$ cat config.mk
export PLATFORM = sky130hd
export DESIGN_NAME = multi_button_processor
export DESIGN_NICKNAME = d
export VERILOG_FILES = /design/src/rtl/multi_button_processor.sv
export SDC_FILE = /design/constraint.sdc
export NUM_CORES = 1
export LEC_CHECK = 0
export CAP_MARGIN = 30
export CORE_UTILIZATION = 55
export DETAILED_ROUTE_END_ITERATION = 8
export PLACE_DENSITY = 0.74
export SLEW_MARGIN = 20
export SYNTH_ARGS = -nofsm -noshare
export SYNTH_HDL_FRONTEND = slang
export SYNTH_SLANG_ARGS = --single-unit
export TNS_END_PERCENT = 5
$ cat constraint.sdc
create_clock -name clk_1khz -period 2.24 [get_ports clk_1khz]
set_clock_uncertainty 0.05 [all_clocks]
set_input_delay 0.336 -clock clk_1khz [delete_from_list [all_inputs] [get_ports clk_1khz]]
set_output_delay 0.336 -clock clk_1khz [all_outputs]
set_load 0.02 [all_outputs]
$ cat src/rtl/multi_button_processor.sv
`timescale 1ns/1ps
// multi_button_processor: N_CH independent pushbutton channels, each with a
// two-flop synchroniser, a counting debouncer and a short/long press
// classifier with optional auto-repeat. Outputs are one-cycle registered pulses.
module multi_button_processor #(
  parameter int unsigned N_CH        = 2,
  parameter int unsigned DEBOUNCE_MS = 20,
  parameter int unsigned LONG_MS     = 2000,
  parameter int unsigned REPEAT_EN   = 0,
  parameter int unsigned REPEAT_MS   = 500,
  parameter int unsigned CNT_W       = 12
) (
  input  logic            clk_1khz,
  input  logic            rst_i,
  input  logic [N_CH-1:0] pushbutton_i,
  output logic [N_CH-1:0] count_up,
  output logic [N_CH-1:0] count_down
);

  typedef enum logic [1:0] {S_IDLE, S_PRESSED, S_HELD} state_e;

  // Debounced level toggles when the mismatch counter holds this value.
  localparam logic [CNT_W-1:0] DEB_LAST    = CNT_W'(DEBOUNCE_MS - 1);
  // The press timer is 0 in the first cycle after deb rises, so its
  // incremented value hits LONG_MS-1 in the cycle before the event cycle.
  localparam logic [CNT_W-1:0] LONG_LAST   = CNT_W'(LONG_MS - 1);
  localparam logic [CNT_W-1:0] REPEAT_LAST = CNT_W'(REPEAT_MS - 1);

  // Timers stick at all-ones instead of wrapping.
  function automatic logic [CNT_W-1:0] sat_inc(input logic [CNT_W-1:0] v);
    return (&v) ? v : v + CNT_W'(1);
  endfunction

  for (genvar g = 0; g < int'(N_CH); g++) begin : g_ch
    logic             sync1_q, sync2_q;
    logic             deb_q, deb_d;
    logic [CNT_W-1:0] deb_cnt_q, deb_cnt_d;
    state_e           state_q;
    logic [CNT_W-1:0] timer_q, timer_inc;
    logic             up_q, down_q;

    assign timer_inc = sat_inc(timer_q);

    // Debounce next-state: count consecutive cycles of disagreement.
    always_comb begin
      // NOTE: every output of this block gets a default first, so no path
      // leaves a value unassigned and no latch is inferred.
      deb_d     = deb_q;
      deb_cnt_d = '0;
      if (sync2_q != deb_q) begin
        if (deb_cnt_q == DEB_LAST) begin
          deb_d = ~deb_q;
        end else begin
          deb_cnt_d = sat_inc(deb_cnt_q);
        end
      end
    end

    // Synchroniser and debounce state registers.
    always_ff @(posedge clk_1khz) begin
      // NOTE: state uses non-blocking assignments so every flop samples
      // pre-edge values; sync1_q -> sync2_q depends on that ordering.
      if (rst_i) begin
        sync1_q   <= 1'b0;
        sync2_q   <= 1'b0;
        deb_q     <= 1'b0;
        deb_cnt_q <= '0;
      end else begin
        sync1_q   <= pushbutton_i[g];
        sync2_q   <= sync1_q;
        deb_q     <= deb_d;
        deb_cnt_q <= deb_cnt_d;
      end
    end

    // Press classifier with registered one-cycle event pulses.
    always_ff @(posedge clk_1khz) begin
      if (rst_i) begin
        state_q <= S_IDLE;
        timer_q <= '0;
        up_q    <= 1'b0;
        down_q  <= 1'b0;
      end else begin
        up_q   <= 1'b0;
        down_q <= 1'b0;
        case (state_q)
          S_IDLE: begin
            if (deb_q) begin
              state_q <= S_PRESSED;
              timer_q <= '0;
            end
          end
          S_PRESSED: begin
            if (!deb_q) begin
              up_q    <= 1'b1;
              state_q <= S_IDLE;
              timer_q <= '0;
            end else if (timer_inc == LONG_LAST) begin
              down_q  <= 1'b1;
              state_q <= S_HELD;
              timer_q <= '0;
            end else begin
              timer_q <= timer_inc;
            end
          end
          S_HELD: begin
            if (!deb_q) begin
              state_q <= S_IDLE;
              timer_q <= '0;
            end else if (REPEAT_EN != 0) begin
              if (timer_q == REPEAT_LAST) begin
                down_q  <= 1'b1;
                timer_q <= '0;
              end else begin
                timer_q <= timer_inc;
              end
            end
          end
          default: begin
            state_q <= S_IDLE;
            timer_q <= '0;
          end
        endcase
      end
    end

    assign count_up[g]   = up_q;
    assign count_down[g] = down_q;
  end

endmodule

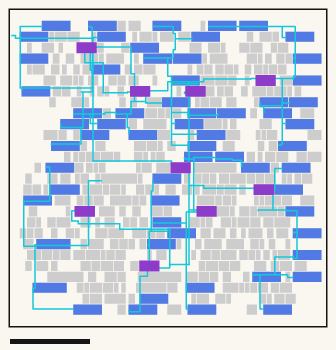
*Clock network drawn from the DEF*
Bar = 20 um.
flip-flops: drawn in blue, count 62. clock wires: drawn in cyan, length 841 um. clock drivers: drawn in purple, count 9.
There are 10 routed clock nets. Position of the flops: widely spread.
power share of the clock group: 50.1%
clk ins delay skew pair: 0.34 ns
clock network power: 1.15 mW

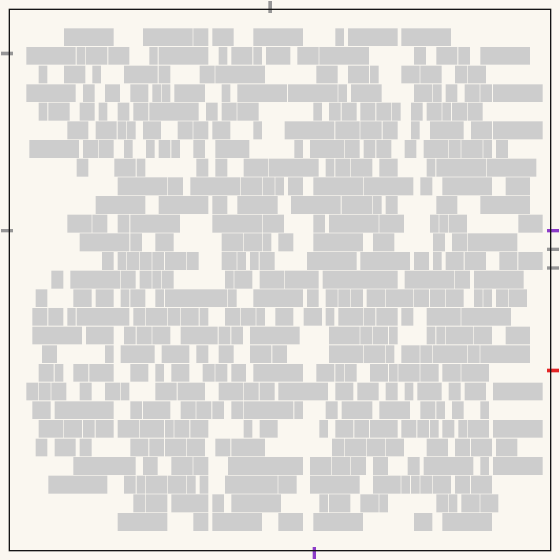
*Pin placement*
Pins as bars across the die edge, other pins in gray.
count_down: drawn in purple, pins 2, direction output, edge 1 bottom, 1 right. rst_i: drawn in red, pins 1, direction input, edge right.
All pins by edge: 4 right, 2 left, 1 bottom, 1 top.
die width: 78.76 um
Die Y: 78.76 um

==> results.txt <==
From the run reports.

- The post-route netlist has 17.87% of its cells at a drive strength greater than 1.
- The critical hold path startpoint reads g_ch[0].sync1_q.
- Per the breakdown, switching nets consume 19.75% of all power.
- Once routing completed, OpenROAD measured the worst setup slack at -0.01392 ns.
- After detailed routing, no signal wire sits above met4.
- The largest voltage drop on the vdd net is 426.8 uV.
- The register area reads 0.001250 mm^2.
- For this run, the chip area from Yosys synthesis comes to 0.003241 mm^2.
- The checks that failed: negative setup slack.
- The flow ran to the end, but the final reports show violations.
- The worst-path cell with the longest stage delay is sky130_fd_sc_hd__or4_4.
- The remaining max-slew budget at the tightest pin reads 58.45%.
- Max-cap violations in this run came to 0.
- The met1 layer usage reported by global route is 30.53%.
- The final number of setup-violating endpoints is 1.
- The routability-driven placement congestion ratio reads 0.9240.
- The summed area of non-filler cells in the final layout is 0.003891 mm^2.
- The data arrival time at the worst-slack endpoint reads 2.43 ns.
- Input and output buffers added on the ports amount to 7.
- The non-clock buffer contribution to total cell area reads 9.228%.
- The most utilized layer in the global route result is met2.
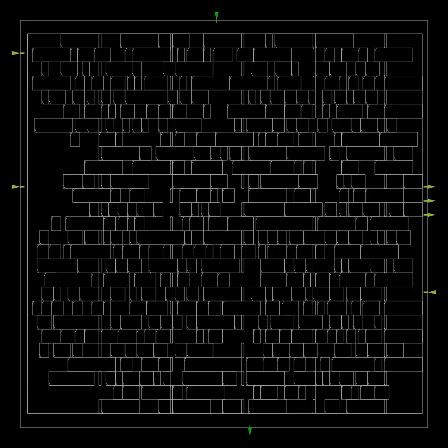
*Placement view*
Core Util, Final: 69.39%
fill cell instance count of the final layout: 458
Flop Count: 62

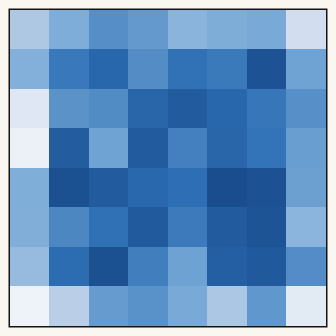
*Placement density heat map*
8 x 8 tiles, from white (low) to dark blue (high), 0 to 100% covered.
The fullest tile reaches 88%. 33% of the tiles are over 75% full. The mean over all tiles is 61%.

Power figures rest on the tool's default switching activity, not on a simulated workload.
